File: src/rtl/centroid_pkg.sv
// Shared types and elaboration-time helpers for the multi-band line-centroid engine.
package centroid_pkg;

  typedef enum logic [1:0] {ACCUM, DIVIDE, PUBLISH} fsm_t;

  function automatic int xw(input int img_w);
    return $clog2(img_w) + 1;
  endfunction

  function automatic int sw(input int pix_w, input int img_w, input int roi_h);
    return pix_w + $clog2(img_w * roi_h + 1);
  endfunction

  // Band 0 sits at the bottom of the frame; higher bands stack upwards.
  function automatic int band_lo(input int img_h, input int roi_h, input int k);
    return img_h - (k + 1) * roi_h;
  endfunction

  function automatic int band_hi(input int img_h, input int roi_h, input int k);
    return img_h - k * roi_h - 1;
  endfunction

endpackage

File: src/rtl/seq_divider.sv
// Restoring unsigned divider producing one quotient bit per cycle, then a one-cycle done pulse.
module seq_divider #(
  parameter int DIVIDEND_W = 16,
  parameter int DIVISOR_W  = 8,
  parameter int QUOT_W     = 8
) (
  input  logic                  clk,
  input  logic                  rst_n,
  input  logic                  start,
  input  logic [DIVIDEND_W-1:0] dividend,
  input  logic [DIVISOR_W-1:0]  divisor,
  output logic [QUOT_W-1:0]     quotient,
  output logic                  done
);

  localparam int RW = (DIVIDEND_W > DIVISOR_W + QUOT_W) ? DIVIDEND_W : DIVISOR_W + QUOT_W;
  localparam int CW = $clog2(QUOT_W + 1);

  logic [RW-1:0] rem;
  logic [RW-1:0] dsh;
  logic [CW-1:0] cnt;
  logic          take;

  assign take = (rem >= dsh);

  // The divisor starts aligned to the quotient MSB and walks right one bit per step.
  always_ff @(posedge clk or negedge rst_n) begin
    if (!rst_n) begin
      rem      <= '0;
      dsh      <= '0;
      cnt      <= '0;
      quotient <= '0;
      done     <= 1'b0;
    end else begin
      done <= 1'b0;
      if (start) begin
        rem      <= RW'(dividend);
        dsh      <= RW'(divisor) << (QUOT_W - 1);
        cnt      <= CW'(QUOT_W);
        quotient <= '0;
      end else if (cnt != '0) begin
        if (take) rem <= rem - dsh;
        dsh      <= dsh >> 1;
        quotient <= {quotient[QUOT_W-2:0], take};
        cnt      <= cnt - 1'b1;
        done     <= (cnt == CW'(1));
      end
    end
  end

endmodule

File: src/rtl/multi_roi_centroid.sv
// Per-band intensity-weighted centroid over NUM_ROI bottom bands, published once per frame.
// Define MULTI_ROI_CENTROID_HEADING_EN to add the signed heading / heading_valid outputs.
module multi_roi_centroid
  import centroid_pkg::*;
#(
  parameter int IMG_W      = 640,
  parameter int IMG_H      = 480,
  parameter int PIX_W      = 4,
  parameter int NUM_ROI    = 4,
  parameter int ROI_HEIGHT = 60,
  parameter int THRESHOLD  = 0,
  parameter int MIN_WEIGHT = 16
) (
  input  logic                            clk,
  input  logic                            rst_n,
  input  logic [PIX_W-1:0]                pixel_in,
  input  logic                            in_ready,
  output logic [NUM_ROI*xw(IMG_W)-1:0]    centroid_x,
  output logic [NUM_ROI-1:0]              roi_valid,
  output logic                            line_valid,
  output logic                            line_lost
`ifdef MULTI_ROI_CENTROID_HEADING_EN
  ,
  output logic signed [xw(IMG_W):0]       heading,
  output logic                            heading_valid
`endif
);

  localparam int XW  = xw(IMG_W);
  localparam int SW  = sw(PIX_W, IMG_W, ROI_HEIGHT);
  localparam int SWX = SW + XW;
  localparam int XCW = $clog2(IMG_W);
  localparam int YCW = $clog2(IMG_H);
  localparam int BW  = (NUM_ROI > 1) ? $clog2(NUM_ROI) : 1;

  logic [XCW-1:0]         x;
  logic [YCW-1:0]         y;
  logic                   in_band;
  logic                   last_row;
  logic [BW-1:0]          band_idx;
  logic                   hit;
  logic                   band_done;
  logic                   div_start;
  logic [SW-1:0]          sum_w;
  logic [SWX-1:0]         sum_wx;
  logic [SW-1:0]          w_nxt;
  logic [SWX-1:0]         wx_nxt;
  logic [BW-1:0]          cur_band;
  logic                   skip_r;
  logic [XW-1:0]          quotient;
  logic                   div_done;
  logic                   res_ready;
  logic                   shadow_we;
  logic                   publish;
  logic [NUM_ROI*XW-1:0]  shadow_x;
  logic [NUM_ROI-1:0]     shadow_valid;
  fsm_t                   state;
  fsm_t                   state_nxt;

  always_ff @(posedge clk or negedge rst_n) begin
    if (!rst_n) begin
      x <= '0;
      y <= '0;
    end else if (in_ready) begin
      if (x == XCW'(IMG_W - 1)) begin
        x <= '0;
        y <= (y == YCW'(IMG_H - 1)) ? '0 : y + 1'b1;
      end else begin
        x <= x + 1'b1;
      end
    end
  end

  always_comb begin
    in_band  = 1'b0;
    last_row = 1'b0;
    band_idx = '0;
    for (int k = 0; k < NUM_ROI; k++) begin
      if (int'(y) >= band_lo(IMG_H, ROI_HEIGHT, k) && int'(y) <= band_hi(IMG_H, ROI_HEIGHT, k)) begin
        in_band  = 1'b1;
        last_row = (int'(y) == band_hi(IMG_H, ROI_HEIGHT, k));
        band_idx = BW'(k);
      end
    end
  end

  // The completing pixel is folded into the sums handed to the divider.
  assign hit       = in_ready && in_band && (pixel_in > PIX_W'(THRESHOLD));
  assign w_nxt     = sum_w + (hit ? SW'(pixel_in) : SW'(0));
  assign wx_nxt    = sum_wx + (hit ? SWX'(x) * SWX'(pixel_in) : SWX'(0));
  assign band_done = in_ready && in_band && last_row && (x == XCW'(IMG_W - 1));
  assign div_start = band_done && (w_nxt >= SW'(MIN_WEIGHT));

  always_ff @(posedge clk or negedge rst_n) begin
    if (!rst_n) begin
      sum_w    <= '0;
      sum_wx   <= '0;
      cur_band <= '0;
      skip_r   <= 1'b0;
    end else if (band_done) begin
      sum_w    <= '0;
      sum_wx   <= '0;
      cur_band <= band_idx;
      skip_r   <= !div_start;
    end else if (hit) begin
      sum_w  <= w_nxt;
      sum_wx <= wx_nxt;
    end
  end

  seq_divider #(
    .DIVIDEND_W (SWX),
    .DIVISOR_W  (SW),
    .QUOT_W     (XW)
  ) u_div (
    .clk      (clk),
    .rst_n    (rst_n),
    .start    (div_start),
    .dividend (wx_nxt),
    .divisor  (w_nxt),
    .quotient (quotient),
    .done     (div_done)
  );

  assign res_ready = skip_r || div_done;

  always_ff @(posedge clk or negedge rst_n) begin
    if (!rst_n) state <= ACCUM;
    else        state <= state_nxt;
  end

  always_comb begin
    state_nxt = state;
    case (state)
      ACCUM:   if (band_done) state_nxt = DIVIDE;
      DIVIDE:  if (res_ready) state_nxt = (cur_band == '0) ? PUBLISH : ACCUM;
      PUBLISH: state_nxt = band_done ? DIVIDE : ACCUM;
      default: state_nxt = ACCUM;
    endcase
  end

  always_comb begin
    shadow_we = (state == DIVIDE) && res_ready;
    publish   = (state == PUBLISH);
  end

  always_ff @(posedge clk or negedge rst_n) begin
    if (!rst_n) begin
      shadow_x     <= '0;
      shadow_valid <= '0;
    end else if (shadow_we) begin
      shadow_x[int'(cur_band)*XW +: XW] <= skip_r ? '0 : quotient;
      shadow_valid[cur_band]            <= !skip_r;
    end
  end

  always_ff @(posedge clk or negedge rst_n) begin
    if (!rst_n) begin
      centroid_x <= '0;
      roi_valid  <= '0;
      line_valid <= 1'b0;
      line_lost  <= 1'b0;
    end else begin
      line_valid <= publish;
      if (publish) begin
        centroid_x <= shadow_x;
        roi_valid  <= shadow_valid;
        line_lost  <= ~|shadow_valid;
      end
    end
  end

`ifdef MULTI_ROI_CENTROID_HEADING_EN
  logic signed [XW:0] heading_nxt;

  always_comb begin
    heading_nxt = '0;
    if (shadow_valid[0] && shadow_valid[NUM_ROI-1])
      heading_nxt = $signed({1'b0, shadow_x[(NUM_ROI-1)*XW +: XW]}) - $signed({1'b0, shadow_x[XW-1:0]});
  end

  always_ff @(posedge clk or negedge rst_n) begin
    if (!rst_n) begin
      heading       <= '0;
      heading_valid <= 1'b0;
    end else if (publish) begin
      heading       <= heading_nxt;
      heading_valid <= shadow_valid[0] && shadow_valid[NUM_ROI-1];
    end
  end
`endif

endmodule

File: config.mk
export PLATFORM = sky130hd
export DESIGN_NAME = multi_roi_centroid
export DESIGN_NICKNAME = d
export VERILOG_FILES = /design/src/rtl/centroid_pkg.sv /design/src/rtl/seq_divider.sv /design/src/rtl/multi_roi_centroid.sv
export SDC_FILE = /design/constraint.sdc
export NUM_CORES = 1
export LEC_CHECK = 0
export CORE_MARGIN = 5
export CORE_UTILIZATION = 27
export DETAILED_ROUTE_END_ITERATION = 12
export GPL_TIMING_DRIVEN = 0
export MAX_ROUTING_LAYER = met4
export SYNTH_ARGS = -nofsm -noshare
export SYNTH_HDL_FRONTEND = slang
export SYNTH_HIERARCHICAL = 1
export SYNTH_SLANG_ARGS = --single-unit
File: constraint.sdc
create_clock -name clk -period 10.5 [get_ports clk]
set_clock_uncertainty 0.05 [all_clocks]
set_input_delay 2.625 -clock clk [delete_from_list [all_inputs] [get_ports clk]]
set_output_delay 2.625 -clock clk [all_outputs]
set_load 0.01 [all_outputs]
==> images/m1.png <==
Scale bar: 50 um. Supply wires on this layer in gray.
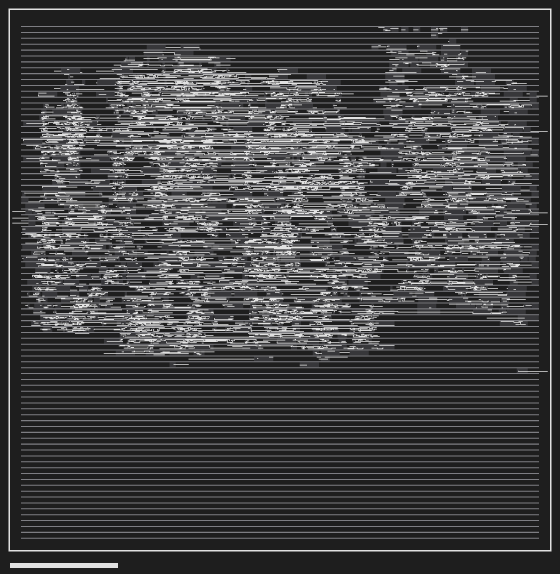
share of all routed wire: 49%
wire length on this layer: 19300 um
nets with wire on the layer: 1760
main direction: horizontal

==> images/congestion_map.png <==
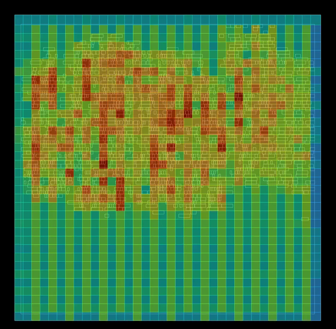
fin util: 31.8%
Wirelength per Cell: 15.4 um
GRT met1 Usage: 17.8%
GR peak layer: met2
GR Util met3: 1.71%

==> images/m2.png <==
Scale bar: 50 um.
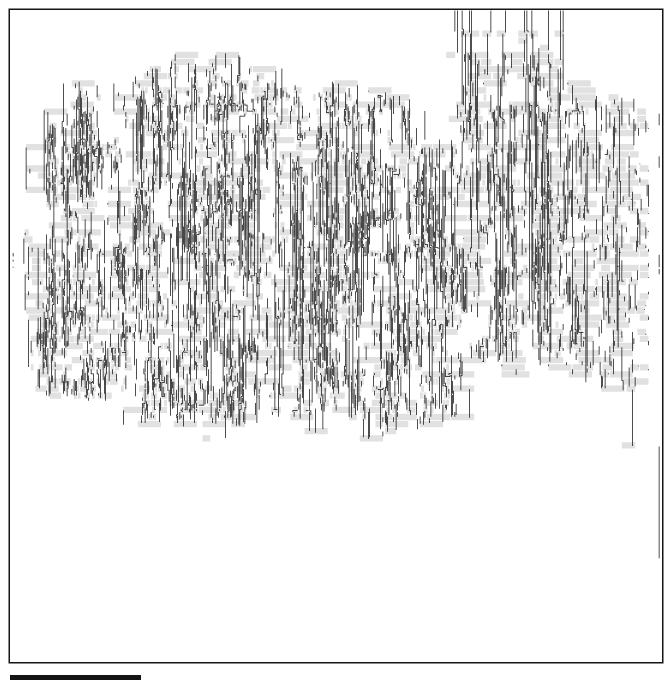
wire length on this layer: 18000 um
main direction: vertical
nets with wire on the layer: 1585

==> impl_metrics.yaml <==
# yosys + openroad results
route:
  vias: 12500
  drc_errors: 0
  wirelength_um: 39700
  drt-vias-per-instance: 4.86
setup_path:
  cp_cell_sequence: "clkdlybuf4s50_1 -> clkbuf_1 -> nand2_1 -> fa_1 -> fa_1 -> inv_1 -> ha_1 -> a21o_1 -> a311o_1 -> a311oi_1 -> o31ai_1 -> a21oi_1 -> xor2_1 -> nor2_1 -> ha_1 -> inv_1 -> nor2_1 -> o31a_1 -> a211oi_1 -> nor2_1 -> and3_1 -> xor2_1 -> a22oi_1 -> o31ai_1"
  crit-reg2reg-capture: "u_div/rem[21]"
  critPathLaunch: "pixel_in[3]"
  path_common_cell: "nor2_1"
  path_buffers: 4
synth:
  postSynthCellCount: 1712
  yosysUniqueCellTypes: 84
  avgSynthCellArea_um2: 9.07
  top_area_share_pct: 40.3
place:
  gp_congestion: 0.867
  dp_cells: 2525
  dpl_cell_area_mm2: 0.0171
final_timing:
  hold_violations: 0
  fin_setup_tns_ns: 0
  finalSetupViolCount: 0
finish:
  fillers: 5901
  combAreaFraction_pct: 47.0
  clk_share_pct: 5.36
  lay_top_count: "nand2_1"
  final_cell_mix: "nand2_1, dfrtp_1, a21oi_1, nor2_1, o21ai_0"
pwr:
  leakagePower_nw: 8.34
  vdd_drop_max_v: 0.000114
  finalPower_mw: 2.32
die:
  initial_utilization_pct: 27.4
  die_h_um: 250
  die_area_mm2: 0.0624
  io_pins: 57
  core_area_mm2: 0.0567
job:
  warnings: 38
clock_tree:
  cts_buffer_depth: 3
  clkLatencyLatePin_ns: 0.57
  htree_levels: 1
  cts_hold_buf: 0
  cts_resized: 0
grt:
  antenna_found_initial: 0
  grt.overflow.total: 0
outcome:
  outcome: "finished, final reports clean"
==> images/closeup.png <==
Scale bar: 10 um. Window x 105 to 145, y 55 to 95 um. Cells in gray, sequential cells in the stronger gray; small squares are vias.
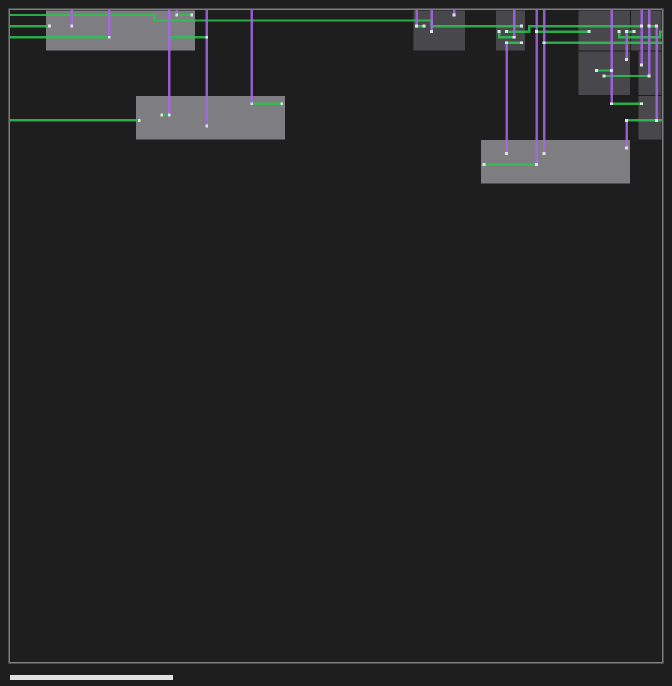
| layer | color |
|---|---|
| M2 | purple |
| M1 | green |
cells with their middle in the window: 8
most frequent: dfrtp_1 (3), xnor2_1 (2)
netlist names of flops here include: `u_div/rem` (3)
sequential cells in the window: 3

==> images/sizing.png <==
Scale bar: 50 um.
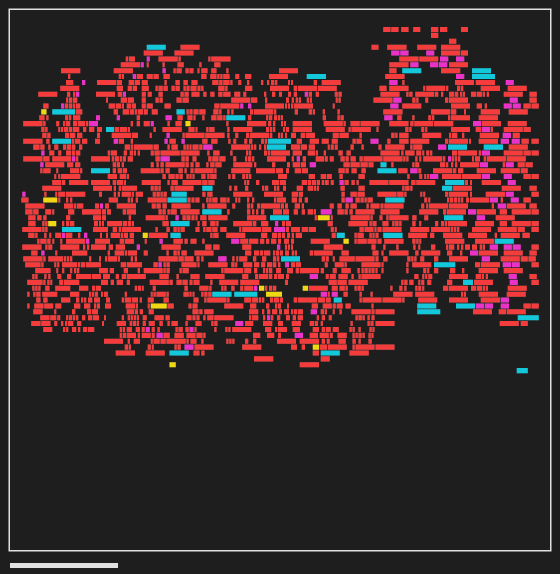
| size | color | cells | share |
|---|---|---|---|
| x6 and larger | cyan | 45 | 2.5% |
| x1 and smaller | red | 1650 | 91% |
| x2 | magenta | 110 | 6.1% |
| x3 and x4 | yellow | 13 | 0.72% |

-- metal layers --
layer	vias up	GRT usage, %	part of all wire [%]
met5	-	-	0
met4	0	2.32	2.1
met3	53	1.71	3.8
met2	246	19.7	45
met1	6109	17.8	49
li1	6107	-	-
-- sequential cells by signal (all words and copies together) (netlist names), 9 cells and up --
register / cells
u_div/quotient: 11
u_div/rem: 31
u_div/dsh: 30
y: 9
centroid_x: 44
sum_wx: 31
sum_w: 20
x: 10
shadow_x: 44
-- power groups by stage --
stage          registers, mW  logic (mW)  clock network, mW
3_3_place_gp            1.01       0.288                  0
6_report               0.988       0.291               1.05
4_1_cts                0.988       0.298               1.07
3_5_place_dp            1.01       0.295                  0
5_1_grt                0.990       0.337               1.12
2_1_floorplan           1.00       0.222                  0
No activity file was given, so power comes from the tool's default toggle rates.
